gate_families.png
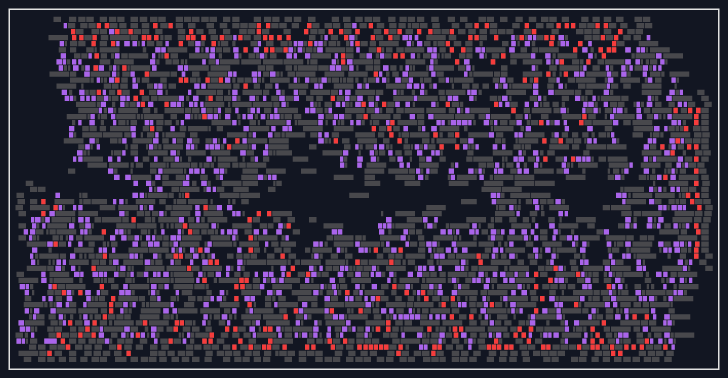
final_clocks.png
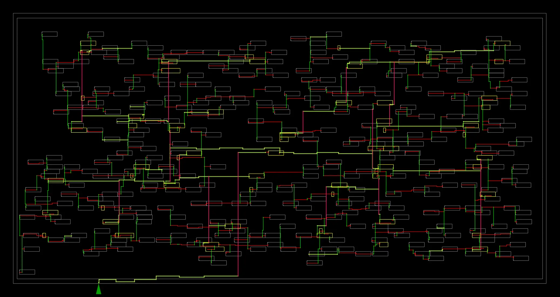
clock_map.png
Bar = 100 um.
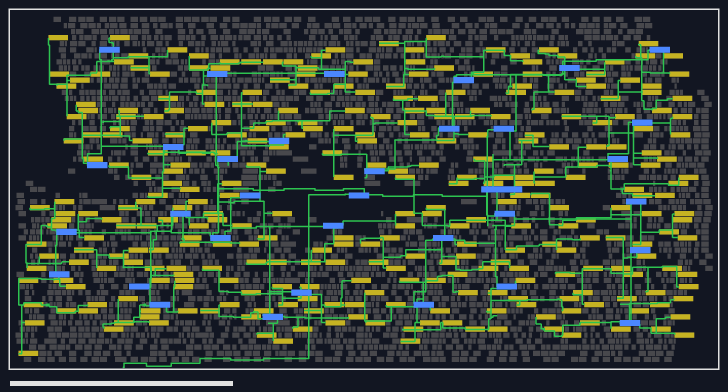
**config.mk**
```make
export PLATFORM = sky130hd
export DESIGN_NAME = ascon_linear_seq_flat
export DESIGN_NICKNAME = d
export VERILOG_FILES = /design/src/rtl/ascon_linear_seq_pkg.sv /design/src/rtl/ascon_linear_seq_if.sv /design/src/rtl/ascon_linear_seq_lane_diffuse.sv /design/src/rtl/ascon_linear_seq.sv /design/src/flat_wrapper.sv
export SDC_FILE = /design/constraint.sdc
export NUM_CORES = 1
export LEC_CHECK = 0
export ABC_CLOCK_PERIOD_IN_PS = 4500
export CORE_ASPECT_RATIO = 0.5
export CORE_MARGIN = 2
export CORE_UTILIZATION = 47
export CTS_CLUSTER_SIZE = 25
export DETAILED_ROUTE_END_ITERATION = 8
export HOLD_SLACK_MARGIN = 0.15
export PLACE_DENSITY = 0.83
export SLEW_MARGIN = 40
export SYNTH_ARGS = -nofsm -noshare
export SYNTH_HDL_FRONTEND = slang
export SYNTH_SLANG_ARGS = --single-unit
```
**constraint.sdc**
```tcl
create_clock -name clk -period 4.5 [get_ports clk]
set_clock_uncertainty 0.1 [all_clocks]
set_input_delay 0.9 -clock clk [delete_from_list [all_inputs] [get_ports clk]]
set_output_delay 0.9 -clock clk [all_outputs]
set_load 0.005 [all_outputs]
```
**src/rtl/ascon_linear_seq_pkg.sv**
```systemverilog
// rtl/ascon_linear_seq_pkg.sv - shared types, rotation tables and helpers for the Ascon linear layer
package ascon_linear_seq_pkg;

  localparam int LANE_W  = 64;
  localparam int N_LANES = 5;
  localparam int STATE_W = N_LANES * LANE_W;

  typedef logic [LANE_W-1:0] lane_t;

  typedef enum logic [1:0] {
    IDLE = 2'd0,
    BUSY = 2'd1,
    DONE = 2'd2
  } state_t;

  localparam int ROT_A [N_LANES] = '{19, 61, 1, 10, 7};
  localparam int ROT_B [N_LANES] = '{28, 39, 6, 17, 41};

  // A shift of LANE_W or more yields zero, so n == 0 degenerates cleanly to x.
  function automatic lane_t ror64(input lane_t x, input int n);
    int s;
    s = n % LANE_W;
    return (x >> s) | (x << (LANE_W - s));
  endfunction

endpackage

```
**src/rtl/ascon_linear_seq_if.sv**
```systemverilog
// rtl/ascon_linear_seq_if.sv - valid/ready handshake bundle for the Ascon linear layer
interface ascon_linear_seq_if;
  import ascon_linear_seq_pkg::*;

  logic               in_valid;
  logic               in_ready;
  logic [STATE_W-1:0] in_state;
  logic               out_valid;
  logic               out_ready;
  logic [STATE_W-1:0] out_state;

  modport master (
    output in_valid, in_state, out_ready,
    input  in_ready, out_valid, out_state
  );

  modport slave (
    input  in_valid, in_state, out_ready,
    output in_ready, out_valid, out_state
  );

endinterface

```
**src/rtl/ascon_linear_seq_lane_diffuse.sv**
```systemverilog
// rtl/ascon_linear_seq_lane_diffuse.sv - one-lane combinational diffusion y = x ^ ror(x,a) ^ ror(x,b)
module ascon_linear_seq_lane_diffuse
  import ascon_linear_seq_pkg::*;
(
  input  lane_t      x,
  input  logic [5:0] rot_a,
  input  logic [5:0] rot_b,
  output lane_t      y
);

  assign y = x ^ ror64(x, int'(rot_a)) ^ ror64(x, int'(rot_b));

endmodule

```
**src/rtl/ascon_linear_seq.sv**
```systemverilog
// rtl/ascon_linear_seq.sv - folded, handshaked Ascon p_L over the 320-bit state
module ascon_linear_seq
  import ascon_linear_seq_pkg::*;
#(
  parameter int LANES_PER_CYCLE = 5,
  parameter int LANE_W          = 64
) (
  input logic clk,
  input logic rst_n,
  ascon_linear_seq_if.slave bus
);

  localparam int         LPC      = LANES_PER_CYCLE;
  localparam logic [2:0] LAST_IDX = 3'(N_LANES - LPC);
  localparam logic [2:0] IDX_STEP = 3'(LPC);

  if (LPC != 1 && LPC != 5) begin : g_bad_lpc
    $error("ascon_linear_seq: LANES_PER_CYCLE must be 1 or 5");
  end
  if (LANE_W != 64) begin : g_bad_lane_w
    $error("ascon_linear_seq: LANE_W must be 64");
  end

  state_t             state_q, state_d;
  logic [2:0]         lane_idx_q, lane_idx_d;
  logic [STATE_W-1:0] st_q, st_d;
  logic [STATE_W-1:0] st_diff;

  lane_t      dx [LPC];
  logic [5:0] ra [LPC];
  logic [5:0] rb [LPC];
  lane_t      dy [LPC];

  for (genvar g = 0; g < LPC; g++) begin : g_diff
    ascon_linear_seq_lane_diffuse u_diff (
      .x     (dx[g]),
      .rot_a (ra[g]),
      .rot_b (rb[g]),
      .y     (dy[g])
    );
  end

  if (LPC == 1) begin : g_fold
    // One shared diffuser; lane and rotation pair selected by lane_idx.
    always_comb begin
      dx[0] = '0;
      ra[0] = '0;
      rb[0] = '0;
      for (int i = 0; i < N_LANES; i++) begin
        if (lane_idx_q == 3'(i)) begin
          dx[0] = st_q[STATE_W-1-64*i -: 64];
          ra[0] = 6'(ROT_A[i]);
          rb[0] = 6'(ROT_B[i]);
        end
      end
    end

    always_comb begin
      st_diff = st_q;
      for (int i = 0; i < N_LANES; i++) begin
        if (lane_idx_q == 3'(i)) begin
          st_diff[STATE_W-1-64*i -: 64] = dy[0];
        end
      end
    end
  end else begin : g_full
    for (genvar g = 0; g < N_LANES; g++) begin : g_lane
      assign dx[g] = st_q[STATE_W-1-64*g -: 64];
      assign ra[g] = 6'(ROT_A[g]);
      assign rb[g] = 6'(ROT_B[g]);
    end

    always_comb begin
      st_diff = '0;
      for (int i = 0; i < N_LANES; i++) begin
        st_diff[STATE_W-1-64*i -: 64] = dy[i];
      end
    end
  end

  always_ff @(posedge clk or negedge rst_n) begin
    if (!rst_n) begin
      state_q    <= IDLE;
      lane_idx_q <= '0;
      st_q       <= '0;
    end else begin
      state_q    <= state_d;
      lane_idx_q <= lane_idx_d;
      st_q       <= st_d;
    end
  end

  always_comb begin
    state_d       = state_q;
    lane_idx_d    = lane_idx_q;
    st_d          = st_q;
    bus.in_ready  = 1'b0;
    bus.out_valid = 1'b0;
    bus.out_state = '0;

    case (state_q)
      IDLE: begin
        bus.in_ready = 1'b1;
        if (bus.in_valid) begin
          st_d       = bus.in_state;
          lane_idx_d = '0;
          state_d    = BUSY;
        end
      end

      BUSY: begin
        st_d = st_diff;
        if (lane_idx_q == LAST_IDX) begin
          lane_idx_d = '0;
          state_d    = DONE;
        end else begin
          lane_idx_d = lane_idx_q + IDX_STEP;
        end
      end

      DONE: begin
        bus.out_valid = 1'b1;
        bus.out_state = st_q;
        // Accepting straight from DONE avoids an IDLE bubble when streaming.
        if (bus.out_ready) begin
          bus.in_ready = 1'b1;
          if (bus.in_valid) begin
            st_d       = bus.in_state;
            lane_idx_d = '0;
            state_d    = BUSY;
          end else begin
            state_d = IDLE;
          end
        end
      end

      default: begin
        state_d    = IDLE;
        lane_idx_d = '0;
      end
    endcase
  end

endmodule

```
**src/flat_wrapper.sv**
```systemverilog
// flat-port wrapper written by rule: the top's interface ports become plain ports
module ascon_linear_seq_flat import ascon_linear_seq_pkg::*;
#(
  parameter int LANES_PER_CYCLE = 5,
  parameter int LANE_W          = 64
)
  (clk, rst_n, bus_in_valid, bus_in_state, bus_out_ready, bus_in_ready, bus_out_valid, bus_out_state);
  ascon_linear_seq_if bus_i ();
  input logic clk;
  input logic rst_n;
  input wire logic [$bits(bus_i.in_valid)-1:0] bus_in_valid;
  input wire logic [$bits(bus_i.in_state)-1:0] bus_in_state;
  input wire logic [$bits(bus_i.out_ready)-1:0] bus_out_ready;
  output wire logic [$bits(bus_i.in_ready)-1:0] bus_in_ready;
  output wire logic [$bits(bus_i.out_valid)-1:0] bus_out_valid;
  output wire logic [$bits(bus_i.out_state)-1:0] bus_out_state;
  assign bus_i.in_valid = bus_in_valid;
  assign bus_i.in_state = bus_in_state;
  assign bus_i.out_ready = bus_out_ready;
  assign bus_in_ready = bus_i.in_ready;
  assign bus_out_valid = bus_i.out_valid;
  assign bus_out_state = bus_i.out_state;
  ascon_linear_seq #(.LANES_PER_CYCLE(LANES_PER_CYCLE), .LANE_W(LANE_W)) u_core (.clk(clk), .rst_n(rst_n), .bus(bus_i));
endmodule
```
==> notes.md <==
Summary of the current implementation state.

- The pin count of the biggest net entering global routing is 156, for reference.
- Yosys reports that the most numerous cell types are dfrtp_1 (325), a21oi_1 (322), inv_1 (322).
- Per the cell usage report, the commonest logic cells after layout are clkdlybuf4s50_1 (644), dfrtp_1 (325), inv_1 (322), a21oi_1 (321).
- The first-pass GRT wire length is approximately 130,000 um, for reference.
- The share of the Yosys chip area taken by registers is 0.353.
- STA on the placed design reports a worst setup slack of 0.949 ns.
- The antenna violation net count after detailed routing is 0, for reference.
- The post-CTS setup buffer count is 0, for reference.
- The CTS buffer count is 35, for reference.
- The leftover overflow at the end of global routing is 0, for reference.
- The post-detailed-placement half-perimeter wirelength is about 65,000 um, for reference.
- The count of input and output buffers is 645, for reference.
- The slew at the pin closest to its max-slew limit is between 0.8 and 0.9 ns, for reference.
- The headroom to the max-slew limit is 0.433, for reference.
- The script parses the final routing iteration and logs DRC violations as 0.
- The cell count after synthesis is 2,801, for reference.
- The area growth from synthesis to layout is 34.3%.
- After detailed placement, the total cell area comes to 29,700 sq um.
- In this run the clock root is driven by a clkbuf_16.
- In this run the horizontal extent of the chip is 317 um.
- The yosys-reported design area after synthesis is 23,100 sq um, for reference.
- Looking at the critical path, the single cell with the biggest stage delay is nor2b_4.
- The count of library flops with an enable pin is 0, for reference.
- Per the post-synthesis report, the nets total 3,127.
- The die height is 161 um, for reference.
- The number of antenna violations at the first check in global routing is 42, for reference.
- On the final layout, the worst hold slack is 0.261 ns.
- met3 track demand over resource after global routing is 0.0595.
- Static timing analysis puts the maximum clock frequency at 0.264 GHz.
- The number of nets at the end of the flow is 3,632, for reference.
- Listed in order, past its start point the critical path passes nor2b_4, buf_12, and2_1, clkdlybuf4s50_1.
- On met1, the global router reports a usage of 0.449.
- For this design, Yosys synthesis ends with a cell count of approximately 2,800.
- The endpoint type of the worst setup path is a primary output, for reference.
- The mean post-synth cell area is 8.23 sq um, for reference.
- The via count of the first global-routing pass was 22,300.
- The most numerous cell in the Yosys netlist is dfrtp_1, for reference.
- The count of state elements after synthesis is roughly 330, for reference.
- The script reports the combined buffer and inverter count of the critical path as 2.
- The share of synthesized area in the top cell type comes to 0.353.
- The total number of clock tree sinks is 325, for reference.
- The number of maximum-capacitance violations is 0, for reference.
- The run finished with clean final reports.
- The leakage power figure is 12.2 nW, for reference.
- In this run the critical register-to-register path is captured at u_core.dx[278]$_DFFE_PN0P_.
- The final power report lists total power as 20.2 mW.
- The total number of H-tree levels is 2, for reference.
- The setup slack after layout is roughly 0.72 ns, for reference.
- Looking at the reg2reg group, the worst path starts from u_core.state_q[0]$_DFFE_PN0P_.
Back to the opening pictures, gate_families.png:
[purple] inverting AOI/OAI gates | cells: 964 | where: all over the die
[red] AND and OR gates | cells: 322 | where: all over the die
logic share of the area: 0.406
most instantiated logic cell after routing: clkdlybuf4s50_1
final std cells w/o fill: 4,019

Back to the opening pictures, final_clocks.png:
number of clock buffers in the layout: 52
power in the clock group: 3.07 mW

Back to the opening pictures, clock_map.png:
[green] clock wires | length: 5,100 um
[blue] cells driving clock nets | count: 35
[yellow] flip-flops | count: 325
flops lie: all over the die
routed clock nets: 36
clock share of power: 0.152
clock network latency to the later pin of the worst-skew pair: 0.55 ns

cell type report:
class	count	area (sq um)
clock inverter	11	120
timing repair buffer	681	6970
fill	4058	17500
multi-input combinational	1941	12600
tap	649	812
sequential	325	8130
clock buffer	52	1050
inverter	322	1210
antenna	38	95.1
registers in the layout, summed over array words and instances (netlist names):
signal	count
u_core.dx	320
u_core.lane_idx_q	3
u_core.state_q	2
cells by family after synthesis:
kind of cell,Yosys count,share of synthesized area
compound gates,966,0.262
simple gates,652,0.159
buf+inv,535,0.103
flops,325,0.353
xor+xnor,321,0.122
fa+ha+maj,2,0.00108
report_power, final:
group,switching [mW],internal (mW)
Combinational,4.63,4.90
Clock,1.33,1.74
Sequential,3.28,4.31
No activity file was given, so power comes from the tool's default toggle rates.
